[src/rtl/fft16_unloader.sv]
// Parallel-to-serial output stage of the 16-point FFT: ping-pong frame buffers
// drained one complex bin per beat over a valid/ready stream.
module fft16_unloader #(
   parameter int W         = 17,
   parameter int OUT_ORDER = 0
) (
   input  logic                clk,
   input  logic                rst_n,
   input  logic                flush,
   input  logic                frame_valid,
   output logic                frame_ready,
   input  logic [16*W-1:0]     frame_re,
   input  logic [16*W-1:0]     frame_im,
   output logic                out_valid,
   input  logic                out_ready,
   output logic signed [W-1:0] out_re,
   output logic signed [W-1:0] out_im,
   output logic [3:0]          out_idx,
   output logic                out_last
);

   function automatic logic [3:0] bitrev4(input logic [3:0] v);
      return {v[0], v[1], v[2], v[3]};
   endfunction

   logic [16*W-1:0] r_buf_re [2];
   logic [16*W-1:0] r_buf_im [2];
   logic [1:0]      r_full;
   logic            r_wr_sel;
   logic            r_rd_sel;
   logic [3:0]      r_cnt;

   logic            w_cap;
   logic            w_pop;
   logic [3:0]      w_m;

   assign frame_ready = !r_full[r_wr_sel];
   assign w_cap       = frame_valid && frame_ready && !flush;
   assign w_pop       = out_valid && out_ready && !flush;

   // Buffer contents carry no reset; occupancy is tracked by r_full alone.
   always_ff @(posedge clk) begin
      if (w_cap) begin
         r_buf_re[r_wr_sel] <= frame_re;
         r_buf_im[r_wr_sel] <= frame_im;
      end
   end

   always_ff @(posedge clk or negedge rst_n) begin
      if (!rst_n) begin
         r_full   <= 2'b00;
         r_wr_sel <= 1'b0;
         r_rd_sel <= 1'b0;
         r_cnt    <= 4'd0;
      end else if (flush) begin
         r_full   <= 2'b00;
         r_wr_sel <= 1'b0;
         r_rd_sel <= 1'b0;
         r_cnt    <= 4'd0;
      end else begin
         // Capture and pop never address the same buffer: one needs it empty, the other full.
         if (w_cap) begin
            r_full[r_wr_sel] <= 1'b1;
            r_wr_sel         <= ~r_wr_sel;
         end
         if (w_pop) begin
            r_cnt <= r_cnt + 4'd1;
            if (r_cnt == 4'd15) begin
               r_full[r_rd_sel] <= 1'b0;
               r_rd_sel         <= ~r_rd_sel;
            end
         end
      end
   end

   always_comb begin
      w_m       = (OUT_ORDER != 0) ? bitrev4(r_cnt) : r_cnt;
      out_valid = r_full[r_rd_sel];
      out_re    = '0;
      out_im    = '0;
      out_idx   = 4'd0;
      out_last  = 1'b0;
      if (out_valid) begin
         out_re   = r_buf_re[r_rd_sel][w_m*W +: W];
         out_im   = r_buf_im[r_rd_sel][w_m*W +: W];
         out_idx  = w_m;
         out_last = (r_cnt == 4'd15);
      end
   end

endmodule

[config.mk]
export PLATFORM = sky130hd
export DESIGN_NAME = fft16_unloader
export DESIGN_NICKNAME = d
export VERILOG_FILES = /design/src/rtl/fft16_unloader.sv
export SDC_FILE = /design/constraint.sdc
export NUM_CORES = 1
export LEC_CHECK = 0
export CORE_MARGIN = 2
export CORE_UTILIZATION = 55
export DETAILED_ROUTE_END_ITERATION = 8
export PLACE_DENSITY = 0.78
export SYNTH_ARGS = -nofsm -noshare
export SYNTH_HDL_FRONTEND = slang
export SYNTH_SLANG_ARGS = --single-unit
export TNS_END_PERCENT = 5
[constraint.sdc]
create_clock -name clk -period 78.7 [get_ports clk]
set_clock_uncertainty 0.1 [all_clocks]
set_input_delay 15.74 -clock clk [delete_from_list [all_inputs] [get_ports clk]]
set_output_delay 15.74 -clock clk [all_outputs]
set_load 0.005 [all_outputs]
**Pin placement**

(1.5 px per um) Pins as bars across the die edge, other pins in grey.
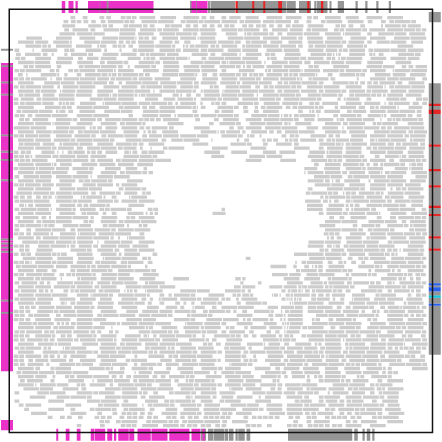
cyan -> out_valid  # pins 1, direction output, edge east
red -> out_re  # pins 17, direction output, edge 10 east, 7 north
blue -> out_idx  # pins 4, direction output, edge east
magenta -> frame_im  # pins 272, direction input, edge 143 west, 69 south, 60 north
all pins by edge = 157 west, 150 north, 145 south, 138 east

**Metal 4**

(1.5 px per um)
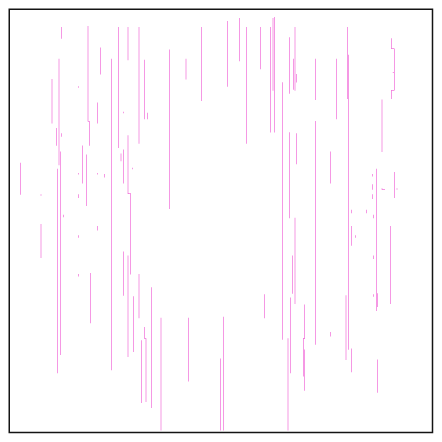
wire length on this layer = 3,810 um
main direction = vertical
nets with wire on the layer = 73
longest straight run = 207 um

**Wiring by layer**

(1 px per um) Only two layers are drawn.
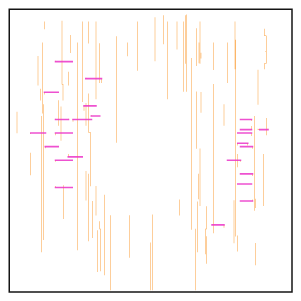
orange -> met4  # wire length 3,810 um
magenta -> met5  # wire length 317 um

**Gate-type map**

(1.5 px per um)
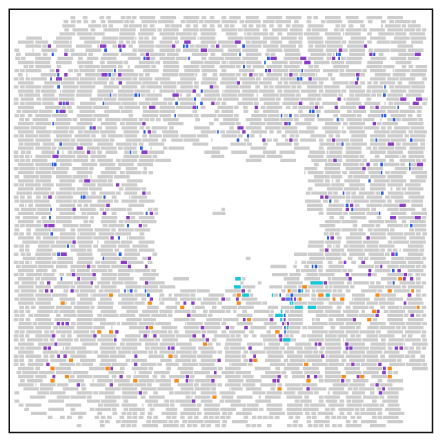
orange -> AND and OR gates  # cells 42, most used and4_1, where a horizontal strip, bottom
blue -> NAND gates  # cells 111, most used nand2_1
purple -> inverting AOI/OAI gates  # cells 209, most used a22oi_1, where widely spread
cyan -> NOR gates  # cells 16, most used nor2_1

**Clock routing**

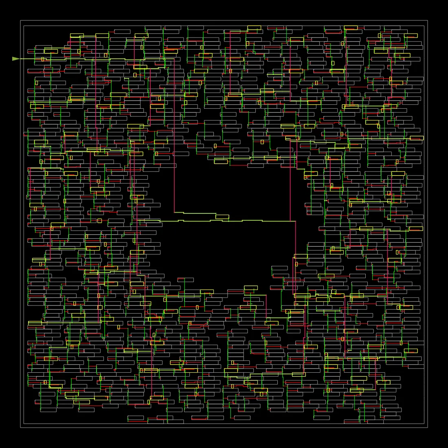
Flops: 1,096
Latency at later pin: 0.65 ns

==> notes.md <==
run metrics: WL met3=9630 um, Max rail drop VDD=0.0195 mV, Worst Hold Class=flip-flop to flip-flop, Final Util=69.0%, max-cap viol count=0, placed cell count=3,542, Critical Path Source Type=flip-flop, FF-to-FF path depth=4, global-route wire length before repair=151,000 um, Routed WL=107,000 um, Min Hold Slack=0.535 ns, Synth area leader=edfxtp_1, Slew HR=21.3%, total stage count of the critical path=7, die width=281 um, hold path endpoint=r_wr_sel, WS Path Type=flip-flop to output port, XOR Share, Synth=0.0829%, fraction of registers with async set/reset=0.730%, flip-flops with a built-in enable=1,088, Yosys warning total=0, top-count cell post-synth=edfxtp_1, Largest delay share family, worst path=buffers and inverters, largest net degree at the start of global routing=190, Iter 0 DRT Violations=2,441, Crit path arrival time=5.89 ns, CTS resizes=0, Die Size=79,100 um^2, Setup-failing EPs final=0, M1 wire length=37,200 um, Top cell area share=77.3%, sw frac=20.6%, Tcrit/Tclk final=27.6%, run status=completed, fin area=52,400 um^2, met1 GRT Util=31.4%, GR Overflow Total=0, ant diodes=26, Buf/Inv on CP=4, R2R setup slack=74.49 ns, Logic inverters=3, area growth from synthesis to layout=24.1%, dpl ws=57.63 ns, # DRC=0, gr busiest metal=met2, gr usage total=26.6%, yosys stat area=42,200 um^2, Seq area share=62.7%, Cell area leaders=edfxtp_1 77%, mux2i_1 6.5%, mux4_2 6.5%, a22oi_1 2.5%, mux4_1 0.93%, Comb. pwr=0.0774 mW, CTS tree=done, total power=1.23 mW, Mux area share=13.9%, postcts setup bufs=0, RSZ-0062 raised after global routing=no, vias in the first global route=23,700, cts bufs inserted=106, r2r startpoint=r_full[0], Power Dens Cells=23.5 nW/um^2, Min-Delay Path Depth=2, # Cells Yosys=2,015, GR Layer Usage met3=7.19%, Top non-seq family=multiplexers, htree depth=3, tapcell count=1,030, register area=32,900 um^2, synthesized area per cell=21.0 um^2, Area-dominant class=sequential cells, dominant register cell=edfxtp_1, min cycle time layout=21.73 ns, CTS hold repair buffers=0, min setup slack post-route=56.97 ns, uppermost layer routed=met5, power of the clock network=0.483 mW, Reg power frac=54.5%, CP Max Fanout=58, met2 WL=55,800 um, Basic Gates by Area=2.41%, leading cell types by count after synthesis=1,088 x edfxtp_1, 273 x mux2i_1, 140 x a22oi_1, Synth Area in Adders=0.0296%, Layout Nets=3,170, clock-cell share of area=6.33%, initial antenna violation count=51, worst r2r dst=r_buf_im[0][214], syn nets=2,565, Cell variety after synth=34, Critical Path End Type=output port, Comb/total area=16.5%, OpenROAD warnings=42, Leak Pwr=16.1 nW
Power figures rest on the tool's default switching activity, not on a simulated workload.
